[src/rtl/axi_lite_reg_slave_if.sv]
// AXI4-Lite bus bundle between a register-window master and axi_lite_reg_slave.
// The slave modport owns the ready/response side of each channel.
interface axi_lite_reg_slave_if #(
    parameter int DATA_WIDTH = 32,
    parameter int ADDR_WIDTH = 8,
    parameter int RESP_WIDTH = 3
);
    logic [ADDR_WIDTH-1:0]   awaddr;
    logic                    awvalid;
    logic                    awready;
    logic [DATA_WIDTH-1:0]   wdata;
    logic [DATA_WIDTH/8:0]   wstrb;
    logic                    wvalid;
    logic                    wready;
    logic [RESP_WIDTH-1:0]   bresp;
    logic                    bvalid;
    logic                    bready;
    logic [ADDR_WIDTH-1:0]   araddr;
    logic                    arvalid;
    logic                    arready;
    logic [DATA_WIDTH-1:0]   rdata;
    logic [RESP_WIDTH-1:0]   rresp;
    logic                    rvalid;
    logic                    rready;

    modport slave (
        input  awaddr, awvalid, wdata, wstrb, wvalid, bready, araddr, arvalid, rready,
        output awready, wready, bresp, bvalid, arready, rdata, rresp, rvalid
    );

    modport master (
        output awaddr, awvalid, wdata, wstrb, wvalid, bready, araddr, arvalid, rready,
        input  awready, wready, bresp, bvalid, arready, rdata, rresp, rvalid
    );
endinterface

[src/rtl/axi_lite_reg_slave.sv]
// AXI4-Lite slave for one 16-byte window: REG0/REG1 read-write, WCOUNT and SUM read-only.
// Independent write (W_IDLE/W_RESP) and read (R_IDLE/R_DATA) FSMs; bad accesses get SLVERR.
module axi_lite_reg_slave #(
    parameter int DATA_WIDTH = 32,
    parameter int ADDR_WIDTH = 8,
    parameter int RESP_WIDTH = 3,
    parameter int BASE_ADDR  = 0
) (
    input  logic                  s_axi_aclk,
    input  logic                  s_axi_aresetn,
    axi_lite_reg_slave_if.slave   s_axi
);
    localparam int                    LP_NBYTES = DATA_WIDTH / 8;
    localparam logic [RESP_WIDTH-1:0] LP_OKAY   = RESP_WIDTH'(0);
    localparam logic [RESP_WIDTH-1:0] LP_SLVERR = RESP_WIDTH'(2);
    localparam logic [ADDR_WIDTH-1:0] LP_BASE   = ADDR_WIDTH'(BASE_ADDR);

    typedef enum logic { W_IDLE, W_RESP } wstate_t;
    typedef enum logic { R_IDLE, R_DATA } rstate_t;

    wstate_t               r_wstate;
    rstate_t               r_rstate;
    logic [DATA_WIDTH-1:0] r_reg0, r_reg1, r_wcount, r_sum;
    logic                  r_awready, r_wready, r_bvalid;
    logic [RESP_WIDTH-1:0] r_bresp;
    logic [ADDR_WIDTH-1:0] r_awaddr;
    logic [DATA_WIDTH-1:0] r_wdata;
    logic [LP_NBYTES-1:0]  r_wstrb;
    logic                  r_arready, r_rvalid;
    logic [DATA_WIDTH-1:0] r_rdata;
    logic [RESP_WIDTH-1:0] r_rresp;

    logic                  w_aw_hs, w_w_hs, w_commit;
    logic [ADDR_WIDTH-1:0] w_waddr, w_woff, w_roff;
    logic [DATA_WIDTH-1:0] w_wdata, w_rsel;
    logic [LP_NBYTES-1:0]  w_wstrb;
    logic                  w_wborrow, w_rborrow, w_wok, w_rok;
    logic                  w_unused_strb;

    function automatic logic [DATA_WIDTH-1:0] merge_bytes(
        input logic [DATA_WIDTH-1:0] old_val,
        input logic [DATA_WIDTH-1:0] new_val,
        input logic [LP_NBYTES-1:0]  strb
    );
        logic [DATA_WIDTH-1:0] res;
        res = old_val;
        for (int i = 0; i < LP_NBYTES; i++)
            if (strb[i]) res[8*i +: 8] = new_val[8*i +: 8];
        return res;
    endfunction

    // An already-captured channel is used from its holding register, a fresh one straight from the bus.
    assign w_aw_hs  = s_axi.awvalid && r_awready;
    assign w_w_hs   = s_axi.wvalid && r_wready;
    assign w_commit = (r_wstate == W_IDLE) && (w_aw_hs || !r_awready) && (w_w_hs || !r_wready);
    assign w_waddr  = r_awready ? s_axi.awaddr : r_awaddr;
    assign w_wdata  = r_wready ? s_axi.wdata : r_wdata;
    assign w_wstrb  = r_wready ? s_axi.wstrb[LP_NBYTES-1:0] : r_wstrb;
    assign w_unused_strb = s_axi.wstrb[LP_NBYTES];

    assign {w_wborrow, w_woff} = {1'b0, w_waddr} - {1'b0, LP_BASE};
    assign {w_rborrow, w_roff} = {1'b0, s_axi.araddr} - {1'b0, LP_BASE};
    assign w_wok = !w_wborrow && (w_woff[ADDR_WIDTH-1:4] == '0) && (w_woff[1:0] == 2'b00) && !w_woff[3];
    assign w_rok = !w_rborrow && (w_roff[ADDR_WIDTH-1:4] == '0) && (w_roff[1:0] == 2'b00);

    always_comb begin
        w_rsel = '0;  // NOTE: default assignment first so no path leaves w_rsel unassigned (no latch).
        case (w_roff[3:2])
            2'd0:    w_rsel = r_reg0;
            2'd1:    w_rsel = r_reg1;
            2'd2:    w_rsel = r_wcount;
            default: w_rsel = r_sum;
        endcase
    end

    always_ff @(posedge s_axi_aclk or negedge s_axi_aresetn) begin
        if (!s_axi_aresetn) begin
            r_wstate  <= W_IDLE;
            r_reg0    <= '0;
            r_reg1    <= '0;
            r_wcount  <= '0;
            r_awready <= 1'b1;
            r_wready  <= 1'b1;
            r_bvalid  <= 1'b0;
            r_bresp   <= LP_OKAY;
            r_awaddr  <= '0;
            r_wdata   <= '0;
            r_wstrb   <= '0;
        end else begin
            // NOTE: non-blocking updates so every read of r_* in this cycle sees the pre-edge value.
            case (r_wstate)
                W_IDLE: begin
                    if (w_commit) begin
                        r_awready <= 1'b0;
                        r_wready  <= 1'b0;
                        r_bvalid  <= 1'b1;
                        r_wstate  <= W_RESP;
                        if (w_wok) begin
                            r_bresp  <= LP_OKAY;
                            r_wcount <= r_wcount + DATA_WIDTH'(1);
                            if (!w_woff[2]) r_reg0 <= merge_bytes(r_reg0, w_wdata, w_wstrb);
                            else            r_reg1 <= merge_bytes(r_reg1, w_wdata, w_wstrb);
                        end else begin
                            r_bresp <= LP_SLVERR;
                        end
                    end else begin
                        if (w_aw_hs) begin
                            r_awready <= 1'b0;
                            r_awaddr  <= s_axi.awaddr;
                        end
                        if (w_w_hs) begin
                            r_wready <= 1'b0;
                            r_wdata  <= s_axi.wdata;
                            r_wstrb  <= s_axi.wstrb[LP_NBYTES-1:0];
                        end
                    end
                end
                W_RESP: begin
                    if (s_axi.bready) begin
                        r_bvalid  <= 1'b0;
                        r_awready <= 1'b1;
                        r_wready  <= 1'b1;
                        r_wstate  <= W_IDLE;
                    end
                end
            endcase
        end
    end

    always_ff @(posedge s_axi_aclk or negedge s_axi_aresetn) begin
        if (!s_axi_aresetn) r_sum <= '0;
        else                r_sum <= r_reg0 + r_reg1;
    end

    always_ff @(posedge s_axi_aclk or negedge s_axi_aresetn) begin
        if (!s_axi_aresetn) begin
            r_rstate  <= R_IDLE;
            r_arready <= 1'b1;
            r_rvalid  <= 1'b0;
            r_rdata   <= '0;
            r_rresp   <= LP_OKAY;
        end else begin
            case (r_rstate)
                R_IDLE: begin
                    if (s_axi.arvalid) begin
                        r_arready <= 1'b0;
                        r_rvalid  <= 1'b1;
                        r_rstate  <= R_DATA;
                        r_rdata   <= w_rok ? w_rsel : '0;
                        r_rresp   <= w_rok ? LP_OKAY : LP_SLVERR;
                    end
                end
                R_DATA: begin
                    if (s_axi.rready) begin
                        r_rvalid  <= 1'b0;
                        r_arready <= 1'b1;
                        r_rstate  <= R_IDLE;
                    end
                end
            endcase
        end
    end

    assign s_axi.awready = r_awready;
    assign s_axi.wready  = r_wready;
    assign s_axi.bvalid  = r_bvalid;
    assign s_axi.bresp   = r_bresp;
    assign s_axi.arready = r_arready;
    assign s_axi.rvalid  = r_rvalid;
    assign s_axi.rdata   = r_rdata;
    assign s_axi.rresp   = r_rresp;
endmodule
[src/flat_wrapper.sv]
// flat-port wrapper written by rule: the top's interface ports become plain ports
module axi_lite_reg_slave_flat 
#(
    parameter int DATA_WIDTH = 32,
    parameter int ADDR_WIDTH = 8,
    parameter int RESP_WIDTH = 3,
    parameter int BASE_ADDR  = 0
)
  (s_axi_aclk, s_axi_aresetn, s_axi_awaddr, s_axi_awvalid, s_axi_wdata, s_axi_wstrb, s_axi_wvalid, s_axi_bready, s_axi_araddr, s_axi_arvalid, s_axi_rready, s_axi_awready, s_axi_wready, s_axi_bresp, s_axi_bvalid, s_axi_arready, s_axi_rdata, s_axi_rresp, s_axi_rvalid);
  axi_lite_reg_slave_if #(.DATA_WIDTH(DATA_WIDTH), .ADDR_WIDTH(ADDR_WIDTH), .RESP_WIDTH(RESP_WIDTH)) s_axi_i ();
  input  logic s_axi_aclk;
  input  logic s_axi_aresetn;
  input wire logic [$bits(s_axi_i.awaddr)-1:0] s_axi_awaddr;
  input wire logic [$bits(s_axi_i.awvalid)-1:0] s_axi_awvalid;
  input wire logic [$bits(s_axi_i.wdata)-1:0] s_axi_wdata;
  input wire logic [$bits(s_axi_i.wstrb)-1:0] s_axi_wstrb;
  input wire logic [$bits(s_axi_i.wvalid)-1:0] s_axi_wvalid;
  input wire logic [$bits(s_axi_i.bready)-1:0] s_axi_bready;
  input wire logic [$bits(s_axi_i.araddr)-1:0] s_axi_araddr;
  input wire logic [$bits(s_axi_i.arvalid)-1:0] s_axi_arvalid;
  input wire logic [$bits(s_axi_i.rready)-1:0] s_axi_rready;
  output wire logic [$bits(s_axi_i.awready)-1:0] s_axi_awready;
  output wire logic [$bits(s_axi_i.wready)-1:0] s_axi_wready;
  output wire logic [$bits(s_axi_i.bresp)-1:0] s_axi_bresp;
  output wire logic [$bits(s_axi_i.bvalid)-1:0] s_axi_bvalid;
  output wire logic [$bits(s_axi_i.arready)-1:0] s_axi_arready;
  output wire logic [$bits(s_axi_i.rdata)-1:0] s_axi_rdata;
  output wire logic [$bits(s_axi_i.rresp)-1:0] s_axi_rresp;
  output wire logic [$bits(s_axi_i.rvalid)-1:0] s_axi_rvalid;
  assign s_axi_i.awaddr = s_axi_awaddr;
  assign s_axi_i.awvalid = s_axi_awvalid;
  assign s_axi_i.wdata = s_axi_wdata;
  assign s_axi_i.wstrb = s_axi_wstrb;
  assign s_axi_i.wvalid = s_axi_wvalid;
  assign s_axi_i.bready = s_axi_bready;
  assign s_axi_i.araddr = s_axi_araddr;
  assign s_axi_i.arvalid = s_axi_arvalid;
  assign s_axi_i.rready = s_axi_rready;
  assign s_axi_awready = s_axi_i.awready;
  assign s_axi_wready = s_axi_i.wready;
  assign s_axi_bresp = s_axi_i.bresp;
  assign s_axi_bvalid = s_axi_i.bvalid;
  assign s_axi_arready = s_axi_i.arready;
  assign s_axi_rdata = s_axi_i.rdata;
  assign s_axi_rresp = s_axi_i.rresp;
  assign s_axi_rvalid = s_axi_i.rvalid;
  axi_lite_reg_slave #(.DATA_WIDTH(DATA_WIDTH), .ADDR_WIDTH(ADDR_WIDTH), .RESP_WIDTH(RESP_WIDTH), .BASE_ADDR(BASE_ADDR)) u_core (.s_axi_aclk(s_axi_aclk), .s_axi_aresetn(s_axi_aresetn), .s_axi(s_axi_i));
endmodule
[config.mk]
export PLATFORM = sky130hd
export DESIGN_NAME = axi_lite_reg_slave_flat
export DESIGN_NICKNAME = d
export VERILOG_FILES = /design/src/rtl/axi_lite_reg_slave_if.sv /design/src/rtl/axi_lite_reg_slave.sv /design/src/flat_wrapper.sv
export SDC_FILE = /design/constraint.sdc
export NUM_CORES = 1
export LEC_CHECK = 0
export ABC_AREA = 1
export CAP_MARGIN = 20
export CORE_MARGIN = 2
export CORE_UTILIZATION = 55
export CTS_BUF_LIST = sky130_fd_sc_hd__clkbuf_4 sky130_fd_sc_hd__clkbuf_8
export DETAILED_ROUTE_END_ITERATION = 6
export PLACE_DENSITY = 0.85
export SYNTH_ARGS = -nofsm -noshare
export SYNTH_HDL_FRONTEND = slang
export SYNTH_SLANG_ARGS = --single-unit
[constraint.sdc]
create_clock -name s_axi_aclk -period 4.4 [get_ports s_axi_aclk]
set_input_delay 1.1 -clock s_axi_aclk [delete_from_list [all_inputs] [get_ports s_axi_aclk]]
set_output_delay 1.1 -clock s_axi_aclk [all_outputs]
set_load 0.01 [all_outputs]
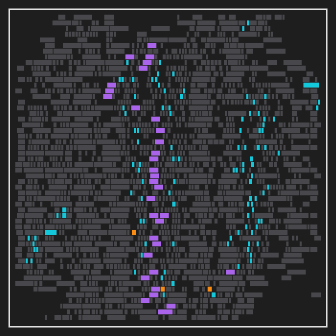
(run_1/gates.png)
| family | color | cells |
|---|---|---|
| and/or cells | orange | 3 |
| nor cells | cyan | 108 |
| fa/ha/maj cells | purple | 33 |

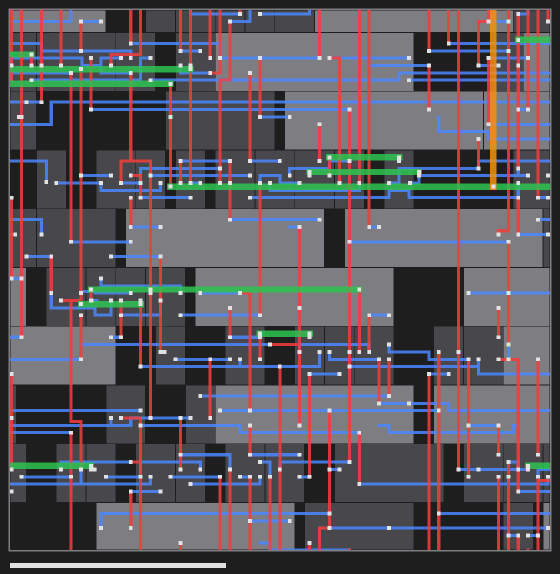
(run_1/closeup.png)
The bar under the picture is 10 um long. Window x 25 to 50, y 25 to 50 um. Cells in gray, sequential cells in the stronger gray; small squares are vias.
| layer | color |
|---|---|
| M2 | red |
| M3 | green |
| M4 | orange |
| M1 | blue |
most frequent: o21ai_0 (18), nand2_1 (15), dfrtp_1 (9)
sequential cells in the window: 9
cells with their middle in the window: 52
netlist names of flops here include: u_core.r_wdata (4), u_core.r_reg1 (3), u_core.r_reg0 (2)

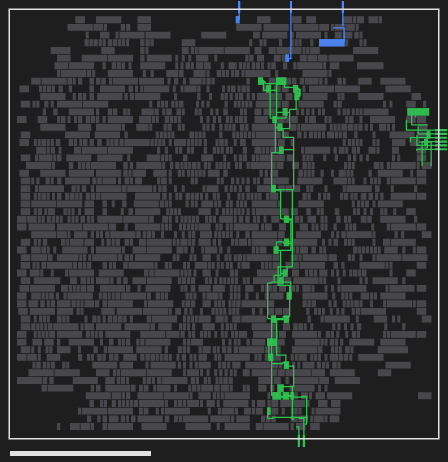
(run_1/port_trees.png)
The bar under the picture is 50 um long.
| port | color | direction | end cells | wire |
|---|---|---|---|---|
| s_axi_araddr | green | input | 32 | 574 um |
| s_axi_rresp | blue | output | 3 | 34.5 um |

==> flow_summary.toml, run 1 <==
# physical design summary
[sta]
period_used_pct = 72.0
fmax_mhz = 316
final_hold_viol_count = 0
max_slew.worst_pin.slew_ps = 1000
rsz0062_at_grt = "no"
setup_viol = 0
slew_headroom_pct = 33.0
tns_ps = 0

[worst_setup_path]
cp_num_cells = 1
cp-end-kind = "primary output"
reg2reg_depth = 4
worstPathMaxFanout = 37
r2r-start = "u_core.s_axi.wready$_DFFE_PN1P_"
r2r_end = "u_core.r_wdata[14]$_DFFE_PN0P_"
critical_path_class = "flop to primary output"
required_ps = 3300
reg2reg_setup_slack_ps = 1670

[clocking]
ctsResizeCount = 0
clk_pin_slew_worst_paths_ps = 60
cts_buffer_depth = 3
clock_latency_ps = 530
cts_root_buf = "clkbuf_8"
post_cts_buffers = 0
cts_tree = "built"
cts_max_level = 2

[floorplanning]
ios = 103
fp.dieW_um = 152
initCoreUtil_pct = 55.5
core_area_um2 = 21600
num_rows = 54

[final_layout]
fin_cells = 2053
area_growth_pct = 15.7
final_core_util_pct = 64.2
drive_above_1_share_pct = 5.30
fill_cells = 1902
finish.instance_area_um2 = 13900
nNetsFinal = 1841

[logic_synthesis]
ys.flops = 213
ys_top_logic_family = "simple AND/OR/NAND/NOR gates"
synth-edff-count = 0
synthArstFlopShare_pct = 100
top_cells_by_count = "nand2_1 (650), dfrtp_1 (210), inv_1 (206)"
ys_cells = 1654
ys_warn_count = 0
yosysChipArea_um2 = 12000
ys_seq_share_pct = 44.5
avgSynthCellArea_um2 = 7.25
ys.flop_type = "dfrtp_1"
netlist_area_um2 = 12000
ys_sh_xor_pct = 1.75
synthTopCellsByArea = "dfrtp_1 (44%), nand2_1 (20%), o21ai_0 (7.8%), inv_1 (6.4%), ha_1 (3.3%)"

[power]
p_per_area_nw_per_um2 = 423
p_clk_share_pct = 31.6
seqPwrFrac_pct = 46.3
p_sw_mw = 1.94
peakVddDrop_v = 0.000441
p_int_mw = 3.94
combPwrFrac_pct = 22.1

[worst_hold_path]
whs_path_depth = 2
hold_path_end = "u_core.s_axi.arready$_DFFE_PN1P_"
min_from = "u_core.s_axi.arready$_DFFE_PN1P_"
hold_class = "flop to flop"

[global_routing]
use_met3_pct = 3.44
antenna_found_initial = 0
grt_first_pass_wirelength_um = 49600
grt_overflow = 0
busiest_layer = "met2"
grt_pass1_vias = 10200
use_met2_pct = 42.9

[flow_run]
drv_cap = 0

[detailed_routing]
drc = 0
wire_per_inst_um = 14.9
first_pass_iters = 5
vias = 10900
drt-initial-drc-count = 930
drt-met1-wl_um = 13700
route.met2.wl_um = 13900

[placement]
hpwl_um = 23000
dp_cells = 1989
gp_congestion = 0.941
dpl_cell_area_um2 = 13100
pre_cts_ws_ps = 1070

[status]
status = "finished, final reports clean"
-- run 1: power groups by stage --
| stage | logic, mW | clock network (mW) | registers, mW |
|---|---|---|---|
| 2_1_floorplan | 0.962 | 0 | 2.61 |
| 3_3_place_gp | 1.23 | 0 | 2.72 |
| 3_5_place_dp | 1.28 | 0 | 2.74 |
| 4_1_cts | 1.30 | 1.89 | 2.71 |
| 5_1_grt | 1.51 | 1.98 | 2.77 |
| 6_report | 1.30 | 1.86 | 2.72 |
-- run 1: cell usage in the layout (no fill, tap or decap), drive strengths merged, types with 2 or more instances in the layout --
master | Yosys | layout
o2111ai | 8 | 8
o21a | 2 | 2
inv | 210 | 210
o211ai | 45 | 45
buf | 25 | 11
nor3 | 9 | 9
nand3b | 3 | 3
nand2 | 650 | 650
clkdlybuf4s50 | 1 | 96
conb | 1 | 4
o21bai | 3 | 3
a21oi | 28 | 28
nor2 | 98 | 98
o21ai | 194 | 194
clkinv | 0 | 2
dfstp | 3 | 3
clkinvlp | 0 | 3
clkbuf | 27 | 58
nand4 | 13 | 13
ha | 32 | 32
dfrtp | 210 | 210
or2 | 2 | 2
xnor2 | 4 | 4
xor2 | 20 | 20
nand3 | 60 | 60
-- run 1: layout make-up --
type	instances	area (um2)	share of cell area, %
Multi-Input combinational cell	1179	5570	40.1
Sequential cell	213	5330	38.4
Timing Repair Buffer	108	1080	7.76
Inverter	210	788	5.68
Clock buffer	57	703	5.06
Tap cell	280	350	2.52
Clock inverter	6	62.6	0.450
-- run 1: tightest hold or removal path, cell delays in order, from the launching register on --
cell and delay, ps:
dfstp_2 370, nand2_1 50, nand2_1 50
==> run_1/congestion_map.png <==
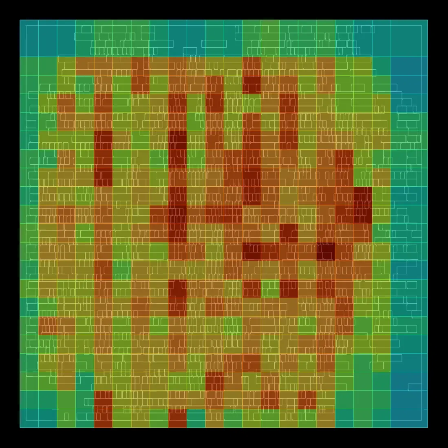

==> run 1 -> run 2 <==
==> constraint.sdc (replaced) <==
create_clock -name s_axi_aclk -period 3.15 [get_ports s_axi_aclk]
set_input_delay 0.7875 -clock s_axi_aclk [delete_from_list [all_inputs] [get_ports s_axi_aclk]]
set_output_delay 0.7875 -clock s_axi_aclk [all_outputs]
set_load 0.01 [all_outputs]
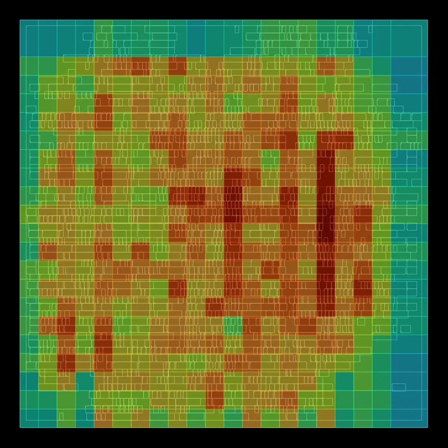
(run_2/congestion_map.png)
GRT Total Usage: 27.0%
met2 usage: 42.7%

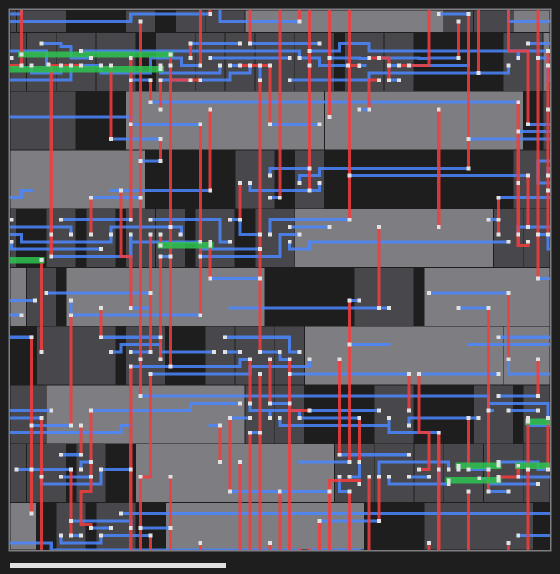
(run_2/closeup.png)
The bar under the picture is 10 um long. Window x 25 to 50, y 25 to 50 um. Cells in gray, sequential cells in the stronger gray; small squares are vias.
| layer | color |
|---|---|
| M2 | red |
| M3 | green |
| M1 | blue |
most frequent: o21ai_0 (22), nand2_1 (19), dfrtp_1 (10)
cells with their middle in the window: 58
netlist names of flops here include: u_core.r_wdata (6), u_core.r_reg0 (2), u_core.r_reg1 (2)
sequential cells in the window: 10

==> flow_summary.toml, run 2 <==
# physical design summary
[worst_setup_path]
required_ps = 2360
critical_path_class = "flop to primary output"
cp.arrival_ps = 1980
worstSetupStartpointType = "flop"
cp-end-kind = "primary output"
worstPathMaxFanout = 35
reg2reg_setup_slack_ps = 880
r2r-start = "u_core.s_axi.wready$_DFFE_PN1P_"
reg2reg_depth = 4
r2r_end = "u_core.r_wstrb[1]$_DFFE_PN0P_"
cp-startpoint = "u_core.s_axi.wready$_DFFE_PN1P_"
endpoint = "s_axi_wready"

[clocking]
post_cts_buffers = 0
cts_buffer_depth = 3
cts_root_buf = "clkbuf_8"
cts_tree = "built"
holdBufCountCts = 0
cts_max_level = 2
clk_pin_slew_worst_paths_ps = 60
numCtsBuffers = 37
ctsResizeCount = 0
clock_latency_ps = 530
cts_sinks = 213

[logic_synthesis]
ys_warn_count = 0
yosysMostFrequentCell = "nand2_1"
yosysChipArea_um2 = 12000
ys.flop_type = "dfrtp_1"
synth_area_leader_cell = "dfrtp_1"
synth_top_area_share_pct = 43.8
ys.flops = 213
netlist_area_um2 = 12000
synthTopCellsByArea = "dfrtp_1 (44%), nand2_1 (20%), o21ai_0 (7.8%), inv_1 (6.4%), ha_1 (3.3%)"
ys_seq_share_pct = 44.5
top_cells_by_count = "nand2_1 (650), dfrtp_1 (210), inv_1 (206)"
aoi_share_pct = 13.1
synthDistinctLibCells = 38
synth-edff-count = 0
ys_top_logic_family = "simple AND/OR/NAND/NOR gates"
ys_sh_xor_pct = 1.75
yosys.area_share.simple_pct = 27.8
netlist_instances = 1654
ys_cells = 1654
yosys.area_share.adder_pct = 3.50
synthMuxAreaShare_pct = 0
synthArstFlopShare_pct = 100
avgSynthCellArea_um2 = 7.25

[flow_run]
drv_cap = 0
openroad.warnings = 27

[placement]
gp_congestion = 0.947
numPortBuffers = 97
dp_cells = 1993
hpwl_um = 22800
pre_cts_ws_ps = 193
dpl_cell_area_um2 = 13200

[sta]
max_slew.worst_pin.slew_ps = 862
fin_ws_ps = 382
fin_skew_ps = 22.4
final_hold_viol_count = 0
tns_ps = 0
layout_min_cycle_time_ps = 2770
fmax_mhz = 361
rsz0062_at_grt = "no"
setup_viol = 0
slew_headroom_pct = 42.4
slew_viol_final = 0
period_used_pct = 87.9

[final_layout]
nNetsFinal = 1845
final_layout_top_logic_cell = "nand2_1"
antenna_cells = 0
final_core_util_pct = 64.9
drive_above_1_share_pct = 5.73
area_growth_pct = 17.0
fin_cells = 2061
finish.instance_area_um2 = 14000
layout_top_cells = "nand2_1 (650), dfrtp_1 (210), inv_1 (206)"

[worst_hold_path]
hold_class = "primary input to asynchronous set/reset pin"

[power]
p_sw_mw = 2.76
combPwrFrac_pct = 22.2
p_int_mw = 5.73
switching_share_pct = 32.5
peakVddDrop_v = 0.000623
p_clk_share_pct = 33.7
leakagePower_nw = 7.25
p_per_area_nw_per_um2 = 605
seqPwrFrac_pct = 44.2

[global_routing]
grt_max_degree = 73
grt_first_pass_wirelength_um = 49500
grt_pass1_vias = 10100
antenna_found_initial = 0
grt_overflow = 0

[detailed_routing]
vias_per_cell = 5.33
vias = 11000
drc = 0
drt-initial-drc-count = 971
first_pass_iters = 6
wire_per_inst_um = 14.7
antenna_left = 0
totalWireLength_um = 30200

[floorplanning]
num_rows = 54
die_h_um = 152
chipArea_um2 = 23000
initCoreUtil_pct = 55.5
core_area_um2 = 21600
ios = 103
fp.dieW_um = 152

[status]
status = "finished, final reports clean"
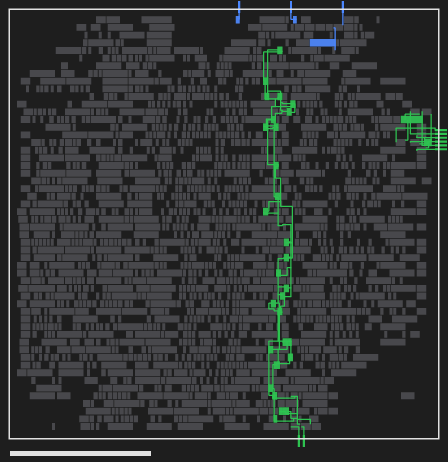
(run_2/port_trees.png)
The bar under the picture is 50 um long.
| port | color | direction | end cells | wire |
|---|---|---|---|---|
| s_axi_araddr | green | input | 32 | 593 um |
| s_axi_rresp | blue | output | 3 | 20.8 um |

run 2: cell count changes in the layout (fill, tap and decap cells not counted):
cell,previous run,this run
clkbuf_4,13,11
bufinv_16,1,2
buf_12,1,3
inv_6,0,2
buf_4,9,10
clkinvlp_4,3,2
clkbuf_8,45,51
clkinv_2,2,1
run 2: worst max-delay path, cell delays in order (launching register included):
cell and delay [ps]:
dfstp_2 550, buf_4 300, clkdlybuf4s50_1 600
run 2: per-layer routing:
metal | track usage (%) | up-vias | part of all wire [%]
met4 | 6.67 | 0 | 2.2
met2 | 42.7 | 416 | 44
li1 | - | 5455 | -
met5 | 0 | - | 0
met1 | 39.7 | 5052 | 45
met3 | 3.59 | 53 | 8.0
run 2: logic make-up (layout without fill, tap and decap cells):
family          after synthesis  in the layout
compound gates              281            281
xor+xnor                     24             24
fa+ha+maj                    33             33
buf+inv                     265            389
flops                       213            213
other cells                   1              4
simple gates                837            837
run 2: layout make-up:
class	instances	area [um2]
Clock inverter	7	97.6
Fill cell	1853	7580
Inverter	210	788
Clock buffer	61	771
Multi-Input combinational cell	1179	5570
Tap cell	280	350
Timing Repair Buffer	111	1120
Sequential cell	213	5330
run 2: power by group through the flow:
| stage | clock [mW] | combinational (mW) | sequential [mW] |
|---|---|---|---|
| detailed placement | 0 | 1.86 | 3.77 |
| global route | 3.02 | 2.19 | 3.81 |
| finish | 2.86 | 1.88 | 3.75 |
| floorplan | 0 | 1.34 | 3.65 |
| global placement | 0 | 1.78 | 3.74 |
| CTS | 2.90 | 1.88 | 3.73 |
run 2: per-stage QoR:
stage | total power, mW | hold WS (ps)
finish | 8.49 | 268
global route | 9.02 | 307
CTS | 8.51 | 272
global placement | 5.52 | 453
detailed placement | 5.63 | 456
floorplan | 4.99 | 448
Power figures rest on the tool's default switching activity, not on a simulated workload.
